## src/rtl/spi_flash_id_responder.sv

```systemverilog
// SPI mode-0 slave answering JEDEC Read-ID (8'h9F) and Read-Status (8'h05).
// cs/sck/sdi are oversampled on clk12MHz; sdo updates on synchronised sck falls.
module spi_flash_id_responder #(
    parameter logic [7:0] MANUF_ID = 8'hEF,
    parameter logic [7:0] MEM_TYPE = 8'h40,
    parameter logic [7:0] CAPACITY = 8'h16,
    parameter logic [7:0] STATUS   = 8'h02
) (
    input  logic       clk12MHz,
    input  logic       rst,
    input  logic       cs,
    input  logic       sck,
    input  logic       sdi,
    output logic       sdo,
    output logic [7:0] cmd_byte,
    output logic       cmd_valid,
    output logic       busy
);

    typedef enum logic [2:0] {
        IDLE      = 3'd0,
        CMD       = 3'd1,
        SEND_ID   = 3'd2,
        SEND_STAT = 3'd3,
        IGNORE    = 3'd4
    } state_t;

    localparam logic [7:0] CMD_READ_ID   = 8'h9F;
    localparam logic [7:0] CMD_READ_STAT = 8'h05;

    state_t     state_q, state_d;
    logic       cs_meta_q, cs_sync_q;
    logic       sck_meta_q, sck_sync_q, sck_prev_q;
    logic       sdi_meta_q, sdi_sync_q;
    logic [2:0] bit_cnt_q, bit_cnt_d;
    logic [1:0] byte_idx_q, byte_idx_d;
    logic [7:0] rx_shift_q, rx_shift_d;
    logic [7:0] tx_shift_q, tx_shift_d;
    logic       sdo_q, sdo_d;
    logic [7:0] cmd_byte_q, cmd_byte_d;
    logic       cmd_valid_q, cmd_valid_d;
    logic       busy_q, busy_d;

    logic       sck_rise_s, sck_fall_s;
    logic [7:0] rx_next_s;

    // ID byte that follows the one at index idx; index 3 and beyond read as 8'hFF.
    function automatic logic [7:0] next_id_byte(input logic [1:0] idx);
        logic [7:0] b;
        case (idx)
            2'd0:    b = MEM_TYPE;
            2'd1:    b = CAPACITY;
            default: b = 8'hFF;
        endcase
        return b;
    endfunction

    assign sck_rise_s = sck_sync_q & ~sck_prev_q;
    assign sck_fall_s = ~sck_sync_q & sck_prev_q;
    assign rx_next_s  = {rx_shift_q[6:0], sdi_sync_q};

    // State and datapath registers, including the input synchronisers.
    always_ff @(posedge clk12MHz or negedge rst) begin
        if (!rst) begin
            cs_meta_q   <= 1'b1;
            cs_sync_q   <= 1'b1;
            sck_meta_q  <= 1'b0;
            sck_sync_q  <= 1'b0;
            sck_prev_q  <= 1'b0;
            sdi_meta_q  <= 1'b0;
            sdi_sync_q  <= 1'b0;
            state_q     <= IDLE;
            bit_cnt_q   <= 3'd0;
            byte_idx_q  <= 2'd0;
            rx_shift_q  <= 8'h00;
            tx_shift_q  <= 8'h00;
            sdo_q       <= 1'b1;
            cmd_byte_q  <= 8'h00;
            cmd_valid_q <= 1'b0;
            busy_q      <= 1'b0;
        end else begin
            cs_meta_q   <= cs;
            cs_sync_q   <= cs_meta_q;
            sck_meta_q  <= sck;
            sck_sync_q  <= sck_meta_q;
            sck_prev_q  <= sck_sync_q;
            sdi_meta_q  <= sdi;
            sdi_sync_q  <= sdi_meta_q;
            state_q     <= state_d;
            bit_cnt_q   <= bit_cnt_d;
            byte_idx_q  <= byte_idx_d;
            rx_shift_q  <= rx_shift_d;
            tx_shift_q  <= tx_shift_d;
            sdo_q       <= sdo_d;
            cmd_byte_q  <= cmd_byte_d;
            cmd_valid_q <= cmd_valid_d;
            busy_q      <= busy_d;
        end
    end

    // Next-state logic; a deasserted cs overrides every state and any sck edge.
    always_comb begin
        state_d = state_q;
        if (cs_sync_q) begin
            state_d = IDLE;
        end else begin
            case (state_q)
                IDLE: state_d = CMD;
                CMD: begin
                    if (sck_rise_s && (bit_cnt_q == 3'd7)) begin
                        if (rx_next_s == CMD_READ_ID) begin
                            state_d = SEND_ID;
                        end else if (rx_next_s == CMD_READ_STAT) begin
                            state_d = SEND_STAT;
                        end else begin
                            state_d = IGNORE;
                        end
                    end else begin
                        state_d = CMD;
                    end
                end
                SEND_ID:   state_d = SEND_ID;
                SEND_STAT: state_d = SEND_STAT;
                IGNORE:    state_d = IGNORE;
                default:   state_d = IDLE;
            endcase
        end
    end

    // Datapath next values: command shift-in, response shift-out, flags.
    always_comb begin
        bit_cnt_d   = bit_cnt_q;
        byte_idx_d  = byte_idx_q;
        rx_shift_d  = rx_shift_q;
        tx_shift_d  = tx_shift_q;
        sdo_d       = sdo_q;
        cmd_byte_d  = cmd_byte_q;
        cmd_valid_d = 1'b0;
        busy_d      = (state_d != IDLE);
        if (cs_sync_q) begin
            bit_cnt_d  = 3'd0;
            byte_idx_d = 2'd0;
            rx_shift_d = 8'h00;
            tx_shift_d = 8'h00;
            sdo_d      = 1'b1;
        end else begin
            case (state_q)
                IDLE: begin
                    bit_cnt_d = 3'd0;
                    sdo_d     = 1'b1;
                end
                CMD: begin
                    sdo_d = 1'b1;
                    if (sck_rise_s) begin
                        rx_shift_d = rx_next_s;
                        bit_cnt_d  = bit_cnt_q + 3'd1;
                        if (bit_cnt_q == 3'd7) begin
                            cmd_byte_d  = rx_next_s;
                            cmd_valid_d = 1'b1;
                            byte_idx_d  = 2'd0;
                            if (rx_next_s == CMD_READ_ID) begin
                                tx_shift_d = MANUF_ID;
                            end else if (rx_next_s == CMD_READ_STAT) begin
                                tx_shift_d = STATUS;
                            end else begin
                                tx_shift_d = 8'hFF;
                            end
                        end else begin
                            cmd_valid_d = 1'b0;
                        end
                    end else begin
                        rx_shift_d = rx_shift_q;
                    end
                end
                SEND_ID, SEND_STAT: begin
                    if (sck_fall_s) begin
                        sdo_d     = tx_shift_q[7];
                        bit_cnt_d = bit_cnt_q + 3'd1;
                        if (bit_cnt_q != 3'd7) begin
                            tx_shift_d = {tx_shift_q[6:0], 1'b0};
                        end else if (state_q == SEND_STAT) begin
                            tx_shift_d = STATUS;
                        end else begin
                            tx_shift_d = next_id_byte(byte_idx_q);
                            byte_idx_d = (byte_idx_q == 2'd3) ? 2'd3 : (byte_idx_q + 2'd1);
                        end
                    end else begin
                        sdo_d = sdo_q;
                    end
                end
                IGNORE:  sdo_d = 1'b1;
                default: sdo_d = 1'b1;
            endcase
        end
    end

    // Outputs come straight from registers.
    always_comb begin
        sdo       = sdo_q;
        cmd_byte  = cmd_byte_q;
        cmd_valid = cmd_valid_q;
        busy      = busy_q;
    end

endmodule

```

## config.mk

```make
export PLATFORM = sky130hd
export DESIGN_NAME = spi_flash_id_responder
export DESIGN_NICKNAME = d
export VERILOG_FILES = /design/src/rtl/spi_flash_id_responder.sv
export SDC_FILE = /design/constraint.sdc
export NUM_CORES = 1
export LEC_CHECK = 0
export ABC_AREA = 1
export ABC_CLOCK_PERIOD_IN_PS = 3900
export CAP_MARGIN = 20
export CORE_MARGIN = 3
export CORE_UTILIZATION = 40
export CTS_BUF_LIST = sky130_fd_sc_hd__clkbuf_16
export DETAILED_ROUTE_END_ITERATION = 8
export GPL_TIMING_DRIVEN = 0
export PLACE_DENSITY = 0.68
export SKIP_CTS_REPAIR_TIMING = 1
export SLEW_MARGIN = 10
export SYNTH_ARGS = -nofsm -noshare
export SYNTH_HDL_FRONTEND = slang
export SYNTH_SLANG_ARGS = --single-unit
```

## constraint.sdc

```tcl
create_clock -name clk12MHz -period 3.9 [get_ports clk12MHz]
set_input_delay 1.17 -clock clk12MHz [delete_from_list [all_inputs] [get_ports clk12MHz]]
set_output_delay 1.17 -clock clk12MHz [all_outputs]
set_load 0.01 [all_outputs]
```

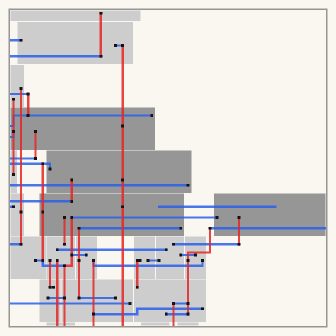
Fig. 1. Zoomed window.
Region (46, 46) to (66, 66) um. Cells in grey, sequential cells in the stronger grey; small squares are vias.
[M2] red
[M1] blue
most frequent: nand2_1 (4), dfrtp_1 (4)
cells with their middle in the window: 16
sequential cells in the window: 4
netlist names of flops here include: `bit_cnt_q` (2), `byte_idx_q` (2)

==> summary.log <==
[logic_synthesis] Distinct lib cells used 22
[clocking] number of buffers between clock root and the deepest sink 2
[global_route] residual overflow from global routing 0
[timing] minimum clock period after layout 2.51 ns
[power] Peak supply drop 0.000283 V
[power] fraction of power spent switching nets 0.221
[place] DP Wirelength 2490 um
[logic_synthesis] Syn Nets 230
[clocking] clock net sink count 41
[global_route] wire length of the first global-routing pass 6470 um
[layout] commonest non-fill, non-tap cell in the layout sky130_fd_sc_hd__nand2_1
[logic_synthesis] Flops after synth 41
[clocking] clock latency on the worst-skew pair 0.28 ns
[global_route] global route hottest layer met2
[logic_synthesis] top cell type by total area after synthesis sky130_fd_sc_hd__dfrtp_1
[flow_run] count of warning messages emitted by the tools 26
[flow_run] number of violations of the max-capacitance limit 0
[power] cell leakage power 1.12 nW
[global_route] maximum number of pins on one net before global-route repair 27
[route] DR iter-0 viols 106
[route] antenna violation net count after detailed routing 0
[logic_synthesis] area reported by Yosys stat 1880 um^2
[logic_synthesis] yosys warns 0
[outcome] run status completed
[logic_synthesis] share of synthesized registers carrying an async set or reset 1.00
[layout] count of non-filler cells in the finished layout 299
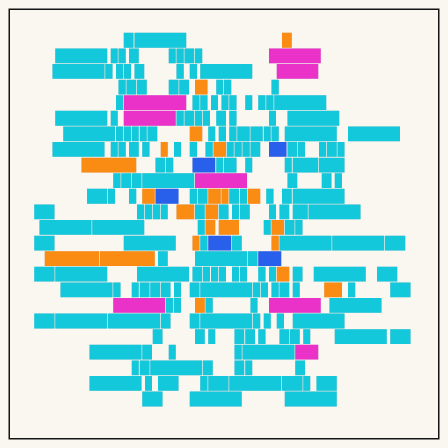
Fig. 2. Sizing map.
[x2] orange | cells: 22
[x6 and larger] magenta | cells: 8
[x1 and smaller] cyan | cells: 212
[x3 and x4] blue | cells: 5
growth of design area from synthesis to finish: 21.1%
final setup margin: 1.39 ns

-- sequential cells by signal, indices dropped and copies added, names as in the netlist --
| register | cells |
|---|---|
| sdi_meta_q | 1 |
| busy | 1 |
| cmd_byte | 8 |
| tx_shift_q | 8 |
| sdo | 1 |
| bit_cnt_q | 3 |
| sck_sync_q | 1 |
| state_q | 3 |
| rx_shift_q | 7 |
| byte_idx_q | 2 |
| cs_meta_q | 1 |
| sck_prev_q | 1 |
| sck_meta_q | 1 |
| cmd_valid | 1 |
| cs_sync_q | 1 |
| sdi_sync_q | 1 |
-- routing by layer --
layer	vias to the layer above	share of wire
li1	765	-
met1	671	0.51
met2	35	0.42
met3	8	0.048
met4	0	0.017
met5	-	0
-- cell type report --
class,count,area (um^2)
Buffer,3,21.3
Clock buffer,5,125
Clock inverter,3,42.5
Fill cell,408,2160
Inverter,25,93.8
Multi-Input combinational cell,154,739
Sequential cell,41,1030
Tap cell,52,65.1
Timing Repair Buffer,16,165
-- metrics by stage --
step                hold WS, ns  total power, W
floorplan                 0.331        0.000514
global placement          0.332        0.000540
detailed placement        0.335        0.000543
CTS                       0.348         0.00101
global route              0.356         0.00105
finish                    0.347        0.000995
-- path summary, 6_finish.rpt --
kind	to	slack (ns)	cells after the start
max	sdo	1.39	1
min	sdi_sync_q	0.35	0
max reg2reg	cmd_byte[7]	2.14	9
min reg2reg	sdi_sync_q	0.35	0
max in group asynchronous	rx_shift_q[4]	2.64	2
min in group asynchronous	tx_shift_q[2]	0.80	1
-- logic make-up after synthesis --
| logic type | synth area share |
|---|---|
| fa+ha+maj | 0.0133 |
| flops | 0.546 |
| compound gates | 0.0770 |
| buf+inv | 0.0611 |
| simple gates | 0.302 |
No activity file was given, so power comes from the tool's default toggle rates.
